**src/rtl/cache_params.sv**
```systemverilog
// rtl/cache_params.sv - shared geometry, status-array field positions and FSM encodings for the icache lookup
package cache_params;

    localparam int TAG_W     = 8;
    localparam int SET_W     = 4;
    localparam int OFFS_W    = 4;
    localparam int NUM_WAYS  = 4;
    localparam int DA_WORD_W = 20;
    localparam int ADDR_W    = TAG_W + SET_W + OFFS_W;

    // Each way owns a {valid, mru} pair in the status array word
    localparam int SA_WAY_W  = 2;
    localparam int VALID_BIT = 1;
    localparam int MRU_BIT   = 0;

    localparam logic [1:0] RUN       = 2'd0;
    localparam logic [1:0] MISS_WAIT = 2'd1;
    localparam logic [1:0] REPLAY    = 2'd2;

endpackage

```
**src/rtl/tag_match_unit.sv**
```systemverilog
// rtl/tag_match_unit.sv - combinational 4-way tag compare, one-hot result with lowest way winning
module tag_match_unit
    import cache_params::*;
(
    input  logic [TAG_W-1:0]             tag,
    input  logic [NUM_WAYS*TAG_W-1:0]    ta_word,
    input  logic [NUM_WAYS*SA_WAY_W-1:0] sa_word,
    output logic [NUM_WAYS-1:0]          way_mask,
    output logic                         hit
);

    logic [NUM_WAYS-1:0] way_valid;
    logic [NUM_WAYS-1:0] mru_unused;

    always_comb begin
        way_valid  = '0;
        mru_unused = '0;
        for (int w = 0; w < NUM_WAYS; w++) begin
            way_valid[w]  = sa_word[w*SA_WAY_W + VALID_BIT];
            mru_unused[w] = sa_word[w*SA_WAY_W + MRU_BIT];
        end
    end

    // Once a way has matched, higher ways are ignored so the mask stays one-hot
    always_comb begin
        way_mask = '0;
        hit      = 1'b0;
        for (int w = 0; w < NUM_WAYS; w++) begin
            if (!hit && way_valid[w] && (ta_word[w*TAG_W +: TAG_W] == tag)) begin
                way_mask[w] = 1'b1;
                hit         = 1'b1;
            end
        end
    end

endmodule

```
**src/rtl/cache_lookup_stage.sv**
```systemverilog
// rtl/cache_lookup_stage.sv - icache lookup pipeline: SRAM read, tag compare, hit return, miss handoff and replay
module cache_lookup_stage
    import cache_params::*;
(
    input  logic                          clk,
    input  logic                          arst_n,
    input  logic [ADDR_W-1:0]             i_addr,
    input  logic                          i_addr_valid,
    output logic                          o_ready,
    output logic                          o_arrays_read_en,
    output logic [SET_W-1:0]              o_ta_read_addr,
    output logic [SET_W-1:0]              o_sa_read_addr,
    output logic [SET_W+OFFS_W-1:0]       o_da_read_addr,
    input  logic [NUM_WAYS*TAG_W-1:0]     i_ta_read_data,
    input  logic [NUM_WAYS*SA_WAY_W-1:0]  i_sa_read_data,
    input  logic [NUM_WAYS*DA_WORD_W-1:0] i_da_read_data,
    input  logic                          i_miss_state,
    input  logic                          i_halt,
    output logic                          o_cache_hit,
    output logic [TAG_W-1:0]              o_tag_bits,
    output logic [SET_W-1:0]              o_set_bits,
    output logic [OFFS_W-1:0]             o_block_offset_bits,
    output logic [NUM_WAYS*SA_WAY_W-1:0]  o_status_array_data,
    output logic                          o_valid,
    output logic [DA_WORD_W-1:0]          o_hit_word,
    output logic                          o_hit_word_valid,
    output logic [NUM_WAYS-1:0]           o_hit_way_mask
);

    logic [1:0]                state;
    logic                      miss_seen;
    logic                      s1_valid;
    logic [ADDR_W-1:0]         s1_addr;
    logic [ADDR_W-1:0]         replay_addr;
    logic [NUM_WAYS-1:0]       s1_mask;
    logic                      s1_hit;
    logic                      s1_miss;
    logic [DA_WORD_W-1:0]      s1_word;
    logic                      run_go;
    logic                      replay_go;
    logic                      accept;
    logic [SET_W+OFFS_W-1:0]   s0_index;

    tag_match_unit u_tag_match (
        .tag      (s1_addr[SET_W+OFFS_W +: TAG_W]),
        .ta_word  (i_ta_read_data),
        .sa_word  (i_sa_read_data),
        .way_mask (s1_mask),
        .hit      (s1_hit)
    );

    assign s1_miss   = s1_valid & ~s1_hit;
    assign run_go    = (state == RUN) & ~i_halt;
    assign replay_go = (state == REPLAY) & ~i_halt;
    assign o_ready   = run_go & ~s1_miss;
    assign accept    = o_ready & i_addr_valid;

    // During REPLAY the SRAMs are re-addressed from the saved miss, not the fetch port
    assign s0_index         = (state == REPLAY) ? replay_addr[SET_W+OFFS_W-1:0]
                                                : i_addr[SET_W+OFFS_W-1:0];
    assign o_arrays_read_en = accept | replay_go;
    assign o_ta_read_addr   = s0_index[OFFS_W +: SET_W];
    assign o_sa_read_addr   = s0_index[OFFS_W +: SET_W];
    assign o_da_read_addr   = s0_index;

    always_comb begin
        s1_word = '0;
        for (int w = 0; w < NUM_WAYS; w++) begin
            if (s1_mask[w]) begin
                s1_word = s1_word | i_da_read_data[w*DA_WORD_W +: DA_WORD_W];
            end
        end
    end

    always_ff @(posedge clk or negedge arst_n) begin
        if (!arst_n) begin
            state       <= RUN;
            miss_seen   <= 1'b0;
            s1_valid    <= 1'b0;
            s1_addr     <= '0;
            replay_addr <= '0;
        end else begin
            case (state)
                RUN: begin
                    if (run_go) begin
                        if (s1_miss) begin
                            s1_valid    <= 1'b0;
                            replay_addr <= s1_addr;
                            state       <= MISS_WAIT;
                        end else begin
                            s1_valid <= accept;
                            if (accept) begin
                                s1_addr <= i_addr;
                            end
                        end
                    end
                end
                MISS_WAIT: begin
                    // Leave only on the falling edge of the fill indication
                    if (i_miss_state) begin
                        miss_seen <= 1'b1;
                    end else if (miss_seen) begin
                        miss_seen <= 1'b0;
                        state     <= REPLAY;
                    end
                end
                REPLAY: begin
                    if (replay_go) begin
                        s1_valid <= 1'b1;
                        s1_addr  <= replay_addr;
                        state    <= RUN;
                    end
                end
                default: state <= RUN;
            endcase
        end
    end

    always_ff @(posedge clk or negedge arst_n) begin
        if (!arst_n) begin
            o_valid             <= 1'b0;
            o_cache_hit         <= 1'b0;
            o_tag_bits          <= '0;
            o_set_bits          <= '0;
            o_block_offset_bits <= '0;
            o_status_array_data <= '0;
            o_hit_word          <= '0;
            o_hit_word_valid    <= 1'b0;
            o_hit_way_mask      <= '0;
        end else if (run_go) begin
            o_valid             <= s1_valid;
            o_cache_hit         <= s1_valid & s1_hit;
            o_tag_bits          <= s1_addr[SET_W+OFFS_W +: TAG_W];
            o_set_bits          <= s1_addr[OFFS_W +: SET_W];
            o_block_offset_bits <= s1_addr[OFFS_W-1:0];
            o_status_array_data <= i_sa_read_data;
            o_hit_word          <= s1_valid ? s1_word : '0;
            o_hit_word_valid    <= s1_valid & s1_hit;
            o_hit_way_mask      <= s1_valid ? s1_mask : '0;
        end else begin
            // Frozen on stall, but the hit strobe must not repeat
            o_hit_word_valid <= 1'b0;
            if ((state == MISS_WAIT) && i_miss_state) begin
                o_valid <= 1'b0;
            end
        end
    end

endmodule
```
**config.mk**
```make
export PLATFORM = sky130hd
export DESIGN_NAME = cache_lookup_stage
export DESIGN_NICKNAME = d
export VERILOG_FILES = /design/src/rtl/cache_params.sv /design/src/rtl/tag_match_unit.sv /design/src/rtl/cache_lookup_stage.sv
export SDC_FILE = /design/constraint.sdc
export NUM_CORES = 1
export LEC_CHECK = 0
export ABC_CLOCK_PERIOD_IN_PS = 6200
export CAP_MARGIN = 20
export CORE_ASPECT_RATIO = 0.7
export CORE_MARGIN = 5
export CORE_UTILIZATION = 47
export CTS_BUF_LIST = sky130_fd_sc_hd__clkbuf_4 sky130_fd_sc_hd__clkbuf_8
export DETAILED_ROUTE_END_ITERATION = 16
export MAX_ROUTING_LAYER = met4
export PLACE_DENSITY = 0.89
export SLEW_MARGIN = 20
export SYNTH_ARGS = -nofsm -noshare
export SYNTH_HDL_FRONTEND = slang
export SYNTH_SLANG_ARGS = --single-unit
```
**constraint.sdc**
```tcl
create_clock -name clk -period 6.2 [get_ports clk]
set_input_delay 1.55 -clock clk [delete_from_list [all_inputs] [get_ports clk]]
set_output_delay 1.55 -clock clk [all_outputs]
set_load 0.01 [all_outputs]
```
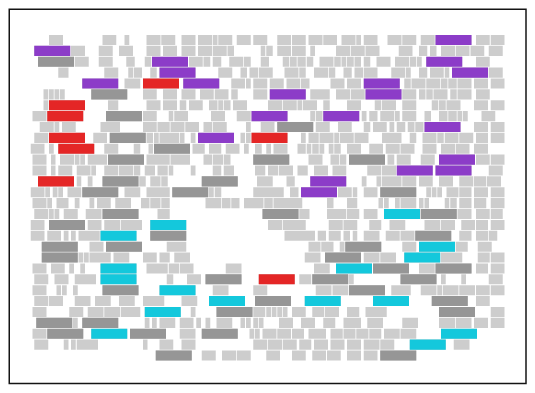
*Where the registers sit, run 1*
Drawn at 4 px/um. Other sequential cells in the stronger gray, the rest of the logic in the fainter gray.
o_hit_word: in purple, flops 20. s1_addr: in cyan, flops 16. o_status_array_data: in red, flops 8.
Another 43 sequential cells are not colored.

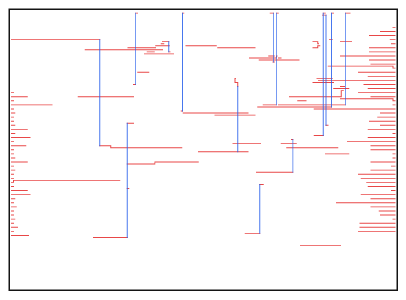
*Signal wires by layer, run 1*
Drawn at 3 px/um. Two of the layers only.
metal 4: in blue, wire length 369 um. metal 3: in red, wire length 1030 um.

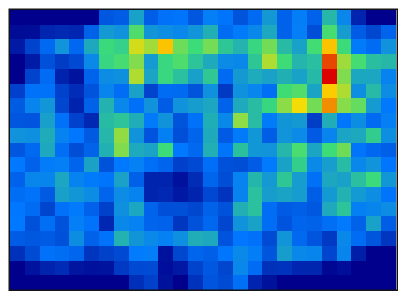
*Wire density map, run 1*
Drawn at 3 px/um. The die is cut into 26 by 19 equal tiles; dark blue is low, red is high, scaled to the fullest tile. Values are wire area over tile area, all layers added.
7.3% of the tiles are over half the peak. The fullest tile reaches 0.76. The mean over all tiles is 0.20. 6.9% of the tiles are nearly empty. The densest ninth of the die: north-east.

==> results.sh, run 1 <==
# yosys + openroad results
export IMPL_outcome="completed"
export IMPL_first_pass_iters=7
export IMPL_reg_top3="o_hit_word (20), replay_addr (16), s1_addr (16)"
export IMPL_gp_congestion=0.901
export IMPL_hold_end="o_set_bits[2]"
export IMPL_grt_ovfl_total=0
export IMPL_crit_required_ps=4650
export IMPL_hold_path_class="flop to flop"
export IMPL_ys_cells=441
export IMPL_utilization_pct=70.7
export IMPL_final_cells=758
export IMPL_cp_common_cell="clkdlybuf4s50_1"
export IMPL_synth_area_sq_um=4640
export IMPL_path_clk_slew_ps=80
export IMPL_use_met1_pct=34.4
export IMPL_crit_path_top_delay_cell="clkdlybuf4s50_1"
export IMPL_grt_pass1_wl_um=22700
export IMPL_numPortBuffers=209
export IMPL_r2r_end="replay_addr[4]"
export IMPL_p_leak_uw=0.00280
export IMPL_syn_inst=441
export IMPL_cts_sinks=87
export IMPL_rsz0062_at_grt="false"
export IMPL_yosys_warnings=0
export IMPL_largest_reg_flops=20
export IMPL_top_layer="met4"
export IMPL_nets=767
export IMPL_critical_path_class="input pin to output port"
export IMPL_crit_chain="clkdlybuf4s50_1, xnor2_1, nand2_1, nor3_2, buf_4, nor4_4, o21ai_4, clkdlybuf4s50_1"
export IMPL_crit_fanout=22
export IMPL_drt_drc_violations_left=0
export IMPL_clk_latency_ps=360
export IMPL_fin_area_sq_um=6850
export IMPL_wl_um=14900
export IMPL_tool_warnings=26
export IMPL_fmax_mhz=193
export IMPL_postCtsResizedCells=0
export IMPL_antenna_cells=0
export IMPL_postPlaceCellArea_sq_um=6670
export IMPL_hold_start="o_set_bits[2]"
export IMPL_regToRegStartpoint="s1_addr[15]"
export IMPL_syn_to_final_growth_pct=47.5
export IMPL_critPathMaxStageDelay_ps=560
export IMPL_fin_worst_skew_ps=7.28
export IMPL_use_met2_pct=37.8
export IMPL_die_area_sq_um=12000
export IMPL_die_h_um=93.2
export IMPL_critPathLaunchType="input pin"
export IMPL_reg2reg_slack_ps=3580
export IMPL_dp_hpwl_um=11100
export IMPL_rows=30
export IMPL_drive_above_1_share_pct=12.7
export IMPL_drt_iter0_drc=347
[run 1: layout by cell type (no fill, tap or decap), types with 2 or more instances in the layout]
master | synthesis | routed
a21o_1 | 2 | 2
a21oi_1 | 2 | 2
a221o_1 | 20 | 20
a31oi_1 | 19 | 19
buf_4 | 8 | 8
clkbuf_8 | 0 | 12
clkdlybuf4s50_1 | 0 | 208
clkinv_2 | 0 | 2
dfrtp_1 | 87 | 87
inv_1 | 2 | 2
mux2_1 | 10 | 10
mux2_2 | 30 | 30
mux2_4 | 9 | 9
nand2_1 | 101 | 101
nand2b_1 | 2 | 2
nand3_1 | 22 | 22
nand3_2 | 2 | 2
nand4_1 | 3 | 3
nand4_2 | 2 | 2
nor2_1 | 2 | 2
nor2b_1 | 4 | 3
nor3_2 | 3 | 3
nor3_4 | 2 | 2
nor4_4 | 2 | 2
o21ai_0 | 17 | 17
o21ai_1 | 9 | 9
or3_1 | 3 | 2
xnor2_1 | 32 | 32
[run 1: cell type report]
type / count / area, sq um
clock buffer: 12 / 165
clock inverter: 3 / 17.5
fill: 736 / 2830
inverter: 2 / 7.51
multi-input combinational: 309 / 2170
sequential: 87 / 2180
tap: 128 / 160
timing repair buffer: 217 / 2150
[run 1: logic make-up (layout without fill, tap and decap cells)]
kind of cell / count (synthesis) / count (layout) / synth area share (%)
buffers and inverters: 45 / 234 / 6.47
multiplexers: 49 / 49 / 12.6
AND/OR/NAND/NOR: 154 / 154 / 16.8
XOR/XNOR: 32 / 32 / 6.03
AND-OR/OR-AND: 74 / 74 / 11.2
flip-flops: 87 / 87 / 46.9
[run 1: worst max path at each step]
stage,endpoint,cells past startpoint
floorplan,o_arrays_read_en,6
global placement,o_arrays_read_en,7
detailed placement,o_arrays_read_en,7
CTS,o_arrays_read_en,7
global route,o_arrays_read_en,7
finish,o_arrays_read_en,8
[run 1: worst max-delay path, delay by kind of cell]
family | cells | cell delay [ps]
xor+xnor | 1 | 110
compound gates | 1 | 190
buf+inv | 3 | 1330
simple gates | 3 | 450
[run 1: synth_stat cells]
cell type	instances	area, sq um
a21oi_1	2	10.0
nand3_1	22	110
o22ai_1	1	6.26
o31ai_1	1	7.51
nand2_2	1	6.26
mux2_2	30	338
nor3b_1	1	7.51
nor4_4	2	42.5
nor2_8	1	20.0
nand3b_1	1	7.51
a21boi_0	1	7.51
mux2_4	9	135
o22a_1	1	8.76
a221o_1	20	200
buf_12	1	20.0
buf_6	11	124
nand4_2	2	25.0
nor3_2	3	30.0
or3_1	3	18.8
nor2_1	2	7.51
or4_4	1	11.3
xnor2_1	32	280
nor3_4	2	32.5
dfrtp_1	87	2180
buf_4	8	60.1
nand4_1	3	18.8
a21o_1	2	15.0
o21ai_0	17	85.1
clkbuf_1	21	78.8
o21ai_1	9	45.0
o21ai_4	1	16.3
inv_1	2	7.51
nor2b_1	4	25.0
mux2_1	10	113
buf_2	2	10.0
and2_1	1	6.26
a31oi_1	19	119
nand3_2	2	20.0
nand2_1	101	379
nand2b_1	2	12.5
[run 1: power breakdown]
| part | total (uW) | switching, uW | internal [uW] |
|---|---|---|---|
| clock network | 370 | 195 | 175 |
| registers | 959 | 192 | 766 |
| logic | 1030 | 452 | 575 |
==> run 2: changes to the inputs <==
--- a/config.mk
+++ b/config.mk
@@ -5,15 +5,15 @@
 export SDC_FILE = /design/constraint.sdc
 export NUM_CORES = 1
 export LEC_CHECK = 0
-export ABC_CLOCK_PERIOD_IN_PS = 6200
+export ABC_CLOCK_PERIOD_IN_PS = 4500
 export CAP_MARGIN = 20
 export CORE_ASPECT_RATIO = 0.7
 export CORE_MARGIN = 5
-export CORE_UTILIZATION = 47
+export CORE_UTILIZATION = 39
 export CTS_BUF_LIST = sky130_fd_sc_hd__clkbuf_4 sky130_fd_sc_hd__clkbuf_8
 export DETAILED_ROUTE_END_ITERATION = 16
 export MAX_ROUTING_LAYER = met4
-export PLACE_DENSITY = 0.89
+export PLACE_DENSITY = 0.79
 export SLEW_MARGIN = 20
 export SYNTH_ARGS = -nofsm -noshare
 export SYNTH_HDL_FRONTEND = slang
==> constraint.sdc (replaced) <==
create_clock -name clk -period 4.5 [get_ports clk]
set_input_delay 1.125 -clock clk [delete_from_list [all_inputs] [get_ports clk]]
set_output_delay 1.125 -clock clk [all_outputs]
set_load 0.01 [all_outputs]
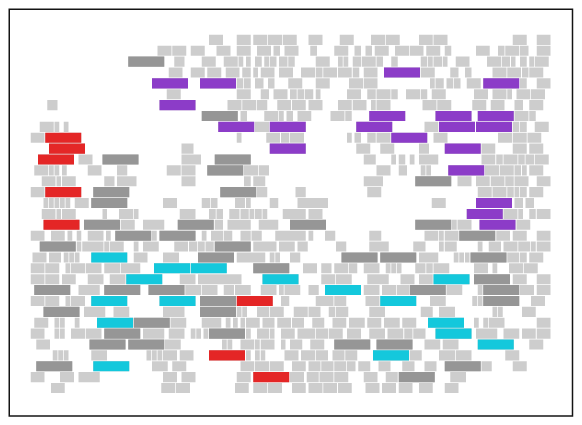
*Where the registers sit, run 2*
Drawn at 4 px/um. Other sequential cells in the stronger gray, the rest of the logic in the fainter gray.
s1_addr: in cyan, flops 16. o_status_array_data: in red, flops 8. o_hit_word: in purple, flops 20.

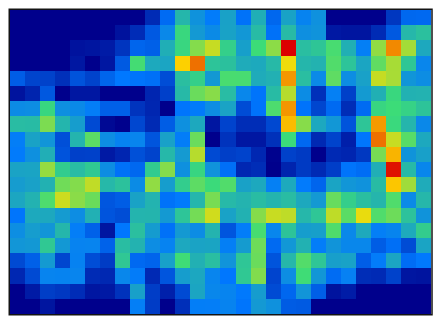
*Wire density map, run 2*
Drawn at 3 px/um. The die is cut into 28 by 20 equal tiles; dark blue is low, red is high, scaled to the fullest tile. Values are wire area over tile area, all layers added.
13% of the tiles are over half the peak. The fullest tile reaches 0.59. The emptiest ninth of the die: north-west. The mean over all tiles is 0.17.

==> run 2 against run 1 <==
  * Sequential power grew 37%
  * Hold slack lost 0.79 ps
  * Area after synthesis is the same
  * Utilization shrank 12 points
  * Cell area grew 1.0%
  * Synthesized cell count is the same
  * Via count is essentially flat
  * Clock skew grew 4.9 ps
  * Largest cell class unchanged
==> results.sh, run 2 <==
# yosys + openroad results
export IMPL_drive_above_1_share_pct=13.3
export IMPL_gp_congestion=0.890
export IMPL_p_sw_share_pct=35.9
export IMPL_grt_ovfl_total=0
export IMPL_crit_required_ps=3380
export IMPL_lay_top_cells="clkdlybuf4s50_1, nand2_1, dfrtp_1, xnor2_1, mux2_2"
export IMPL_area_leaders="dfrtp_1, nand2_1, mux2_2"
export IMPL_critical_path_class="input pin to output port"
export IMPL_path_clk_slew_ps=90
export IMPL_yosys_warnings=0
export IMPL_fin_worst_skew_ps=12.1
export IMPL_most_common_cell="nand2_1"
export IMPL_rsz0062_at_grt="false"
export IMPL_hold_start="o_status_array_data[6]"
export IMPL_endpoint="o_arrays_read_en"
export IMPL_p_leak_uw=0.00281
export IMPL_rows=33
export IMPL_mostFrequentLayoutCell="clkdlybuf4s50_1"
export IMPL_switchingPower_uw=1180
export IMPL_crit_fanout=4
export IMPL_nets=769
export IMPL_postPlaceCellArea_sq_um=6720
export IMPL_synthArstFlopShare_pct=100
export IMPL_drt_iter0_drc=181
export IMPL_syn_to_final_growth_pct=49.0
export IMPL_outcome="completed"
export IMPL_regToRegStartpoint="s1_addr[12]"
export IMPL_post_synth_top_area_cell="dfrtp_1"
export IMPL_reg_top3="o_hit_word (20), replay_addr (16), s1_addr (16)"
export IMPL_power_frac_seq_pct=39.8
export IMPL_common_cells="nand2_1, dfrtp_1, xnor2_1"
export IMPL_clk_latency_ps=360
export IMPL_ys_cells=441
export IMPL_critPathLaunchType="input pin"
export IMPL_largest_reg_flops=20
export IMPL_p_int_uw=2110
export IMPL_synthFlopType="dfrtp_1"
export IMPL_antenna_cells=0
export IMPL_wl_um=15000
export IMPL_hold_path_class="flop to flop"
export IMPL_syn_inst=441
export IMPL_die_area_sq_um=14200
export IMPL_tool_warnings=26
export IMPL_grt_pass1_wl_um=23300
export IMPL_top_cell_area_share_pct=46.9
export IMPL_edf_count=0
export IMPL_fmax_mhz=235
export IMPL_pwr_share_comb_pct=43.2
export IMPL_reg2reg_slack_ps=1920
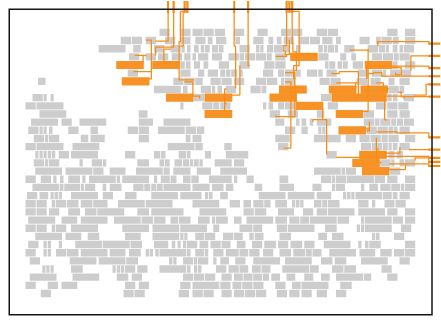
*Port wiring, run 2*
Drawn at 3 px/um.
o_hit_word: in orange, bits 20, direction output, end cells 20, buffers 20, wire 661 um.

## run 2: cell types whose count changed in the layout (fill, tap and decap cells not counted)
cell,change
inv_6,+2
clkinv_2,-2
clkinvlp_4,+2
buf_4,+3
or3_2,+1
or3_1,-1
clkinv_4,+1
clkbuf_8,-3
buf_6,-1
bufinv_16,+1
## run 2: cell families after synthesis
family / count (synthesis) / share of synthesized area, %
and+or+nand+nor: 154 / 16.8
DFF: 87 / 46.9
AOI/OAI and AO/OA: 74 / 11.2
muxes: 49 / 12.6
buffers and inverters: 45 / 6.47
xor gates and xnor gates: 32 / 6.03
## run 2: stage by stage
stage | power [uW] | std cells | utilization, %
floorplan | 2200 | 441 | -
global placement | 2690 | 774 | 57.5
detailed placement | 2750 | 774 | 57.5
CTS | 3330 | 790 | 59.2
global route | 3510 | 790 | 59.2
finish | 3290 | 790 | 59.2
## run 2: worst max-delay path: stages
cell	delay [ps]
clkdlybuf4s50_1	420
xnor2_1	230
nand3_2	120
nor3_2	320
nor4_4	120
o21ai_4	210
clkdlybuf4s50_1	560
## run 2: area by class of cell
class / count / area [sq um]
Fill cell: 964 / 4760
Sequential cell: 87 / 2180
Multi-Input combinational cell: 309 / 2170
Timing Repair Buffer: 219 / 2160
Tap cell: 157 / 196
Clock buffer: 9 / 124
Clock inverter: 7 / 78.8
Inverter: 2 / 7.51
## run 2: worst min-delay path by stage
stage / end / cells past startpoint / slack (ps)
5_1_grt: o_tag_bits[1] / 2 / 510
6_report: o_status_array_data[6] / 2 / 480
2_1_floorplan: replay_addr[10] / 1 / 450
3_3_place_gp: o_status_array_data[4] / 2 / 460
3_5_place_dp: o_status_array_data[6] / 2 / 460
4_1_cts: o_status_array_data[6] / 2 / 480
## run 2: metal layers
metal,vias up,global-route usage (%),wire length (um)
met2,173,34.4,7080
li1,1911,-,-
met4,0,6.63,333
met5,-,-,0
met1,1998,25.7,6250
met3,28,7.50,1300
## run 2: power groups by stage
| stage | logic, uW | clock network, uW | registers (uW) |
|---|---|---|---|
| 2_1_floorplan | 944 | 0 | 1250 |
| 3_3_place_gp | 1380 | 0 | 1300 |
| 3_5_place_dp | 1430 | 0 | 1320 |
| 4_1_cts | 1440 | 582 | 1310 |
| 5_1_grt | 1540 | 615 | 1350 |
| 6_report | 1420 | 561 | 1310 |
==> run 3: changes to the inputs <==
--- a/config.mk
+++ b/config.mk
@@ -5,11 +5,12 @@
 export SDC_FILE = /design/constraint.sdc
 export NUM_CORES = 1
 export LEC_CHECK = 0
+export ABC_AREA = 1
 export ABC_CLOCK_PERIOD_IN_PS = 4500
 export CAP_MARGIN = 20
 export CORE_ASPECT_RATIO = 0.7
 export CORE_MARGIN = 5
-export CORE_UTILIZATION = 39
+export CORE_UTILIZATION = 40
 export CTS_BUF_LIST = sky130_fd_sc_hd__clkbuf_4 sky130_fd_sc_hd__clkbuf_8
 export DETAILED_ROUTE_END_ITERATION = 16
 export MAX_ROUTING_LAYER = met4
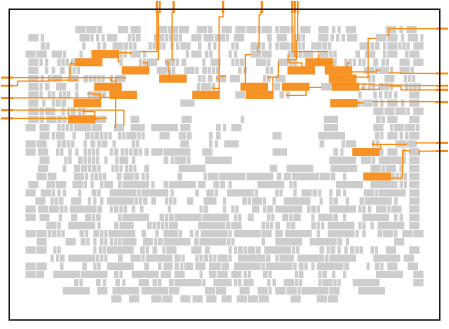
*Port wiring, run 3*
Drawn at 3 px/um.
o_hit_word: in orange, bits 20, direction output, end cells 20, buffers 20, wire 690 um.

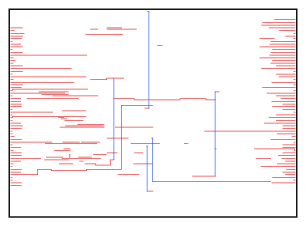
*Signal wires by layer, run 3*
Drawn at 2 px/um. Two of the layers only.
metal 3: in red, wire length 1700 um. metal 4: in blue, wire length 207 um.

==> run 3 against run 2 <==
  * Hold slack got worse by 3.1 ps
  * First-iteration DRC count increased by 90%
  * Setup slack lost 9.7 ps
  * Largest cell class is now logic gates
==> results.sh, run 3 <==
# yosys + openroad results
export IMPL_drt_vias_per_instance=4.79
export IMPL_synth_flops=87
export IMPL_cts_path_max_buffers=2
export IMPL_rsz0062_at_grt="false"
export IMPL_grtUsageTotal_pct=22.6
export IMPL_maxCapViolCount=0
export IMPL_finalWorstSetupSlack_ps=241
export IMPL_min_delay_path_depth=2
export IMPL_lay_top_cells="nand2_1, clkdlybuf4s50_1, dfrtp_1, inv_1, nand3_1"
export IMPL_synth_area_per_cell_sq_um=6.94
export IMPL_finalHoldViolCount=0
export IMPL_crit_required_ps=3380
export IMPL_hold_path_class="flop to flop"
export IMPL_regToRegStartpoint="s1_addr[12]"
export IMPL_report_final_slew_viol_count=0
export IMPL_path_clk_slew_ps=80
export IMPL_hold_start="o_status_array_data[0]"
export IMPL_initCoreUtil_pct=40.3
export IMPL_grt_pass1_wl_um=25300
export IMPL_cts_sinks=87
export IMPL_die_area_sq_um=14700
export IMPL_outcome="completed"
export IMPL_wl_um=15900
export IMPL_edf_count=0
export IMPL_die_h_um=103
export IMPL_num_vias=5140
export IMPL_critical_path_class="input pin to output port"
export IMPL_ys_seq_share_pct=44.0
export IMPL_critPathLaunchType="input pin"
export IMPL_common_cells="nand2_1, dfrtp_1, inv_1"
export IMPL_reg_top3="o_hit_word (20), replay_addr (16), s1_addr (16)"
export IMPL_yosys_warnings=0
export IMPL_cts_tree="yes"
export IMPL_setup_viol=0
export IMPL_crit_fanout=3
export IMPL_peakVddDrop_v=0.000216
export IMPL_top_cell_area_share_pct=44.0
export IMPL_crit_path_end_kind="output port"
export IMPL_r2r_end="o_hit_word[3]"
export IMPL_p_per_area_nw_per_um2=416
export IMPL_clk_latency_ps=360
export IMPL_synth_area_sq_um=4950
export IMPL_drt_iter0_drc=344
export IMPL_hold_end="o_status_array_data[0]"
export IMPL_utilization_pct=59.3
export IMPL_mostFrequentLayoutCell="nand2_1"
export IMPL_timing_setup_tns_ps=0
export IMPL_synthArstFlopShare_pct=100
export IMPL_grt_max_degree=55
export IMPL_post_place_ws_ps=240
export IMPL_drive_above_1_share_pct=6.26
export IMPL_ys_cells=714
export IMPL_cts_htree_levels=3
export IMPL_nets=1046
export IMPL_p_leak_uw=0.00370
export IMPL_postCtsResizedCells=0
export IMPL_io_pin_count=210
export IMPL_cts_made_buffers=9
export IMPL_first_pass_iters=4
export IMPL_grt_ovfl_total=0
export IMPL_tool_warnings=26
export IMPL_ys_area_sq_um=4950
export IMPL_grt_pass1_vias=4917
export IMPL_gp_congestion=0.920
export IMPL_numPortBuffers=209
export IMPL_drtAntennaViolNets=0
export IMPL_worstRegToRegCells=14
export IMPL_syn_inst=714
export IMPL_reg2reg_slack_ps=1790
export IMPL_dp_hpwl_um=12200
export IMPL_rows=34
export IMPL_nFillCells=1130
export IMPL_ctsHoldBuffers=0
export IMPL_post_synth_top_area_cell="dfrtp_1"
export IMPL_drt_drc_violations_left=0
export IMPL_largest_reg_flops=20
export IMPL_period_needed_ps=4260
export IMPL_antenna_found_initial=1
export IMPL_syn_to_final_growth_pct=47.1
export IMPL_synthFlopType="dfrtp_1"
export IMPL_worstMarginPinSlew_ps=1050
export IMPL_most_common_cell="nand2_1"
export IMPL_area_leaders="dfrtp_1, nand2_1, nand3_1"
export IMPL_fmax_mhz=235
export IMPL_fin_worst_skew_ps=9.45
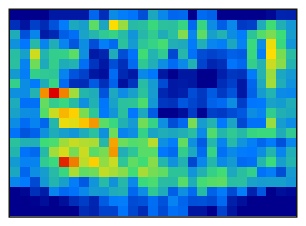
*Wire density map, run 3*
Drawn at 2 px/um. The die is cut into 29 by 21 equal tiles; dark blue is low, red is high, scaled to the fullest tile. Values are wire area over tile area, all layers added.
7.6% of the tiles are nearly empty. The fullest tile reaches 0.58. 14% of the tiles are over half the peak. The densest ninth of the die: west. The mean over all tiles is 0.18.

## run 3: kinds of logic after synthesis
| logic type | synth area share (%) |
|---|---|
| flops | 44.0 |
| buf+inv | 9.83 |
| xor+xnor | 1.24 |
| simple gates | 39.1 |
| compound gates | 5.94 |
## run 3: power by group
group / internal (uW) / switching [uW] / leakage (uW) / total [uW]
combinational: 591 / 706 / 0.00246 / 1300
sequential: 1020 / 188 / 0.00114 / 1210
clock: 235 / 290 / 0.0000999 / 524
## run 3: per-stage QoR
step	cell area (sq um)	hold slack (ps)	total power [uW]	instances
2_1_floorplan	4950	453	1910	714
3_3_place_gp	7090	455	2500	1056
3_5_place_dp	7090	460	2520	1056
4_1_cts	7280	482	3060	1072
5_1_grt	7290	507	3260	1073
6_report	7290	477	3030	1073
## run 3: cell type report
cell class              instances  area, sq um  share of cell area, %
multi-input cells             518         2290                   31.4
flip-flops and latches         87         2180                   29.9
repair buffers                218         2160                   29.6
inverters                      71          267                   3.66
well taps                     162          203                   2.78
clock buffers                  11          151                   2.08
clock inverters                 5         40.0                  0.549
diodes                          1         2.50                 0.0343
## run 3: worst max-delay path, cell delays in order
cell and delay [ps]:
clkdlybuf4s50_1 450, inv_1 50, nand2_1 50, nand2_1 50, nor3_1 300, nand3_1 220
nand4_2 200, nand3_4 90, nand2_4 60, clkdlybuf4s50_1 530
## run 3: how the worst max path moves through the flow
stage	end	start	cells past startpoint	slack (ps)
5_1_grt	o_arrays_read_en	i_ta_read_data[10]	12	100
3_3_place_gp	o_arrays_read_en	i_ta_read_data[20]	10	270
3_5_place_dp	o_arrays_read_en	i_ta_read_data[9]	12	240
4_1_cts	o_arrays_read_en	i_ta_read_data[9]	12	240
6_report	o_arrays_read_en	i_ta_read_data[27]	10	240
2_1_floorplan	o_arrays_read_en	i_ta_read_data[15]	11	1260
## run 3: per-layer routing
layer | vias up | share of wire, % | track usage, %
li1 | 2578 | - | -
met2 | 219 | 42 | 33.5
met4 | 0 | 1.3 | 5.62
met5 | - | 0 | -
met3 | 15 | 11 | 7.05
met1 | 2328 | 46 | 30.4
Power and IR drop assume default switching activity.
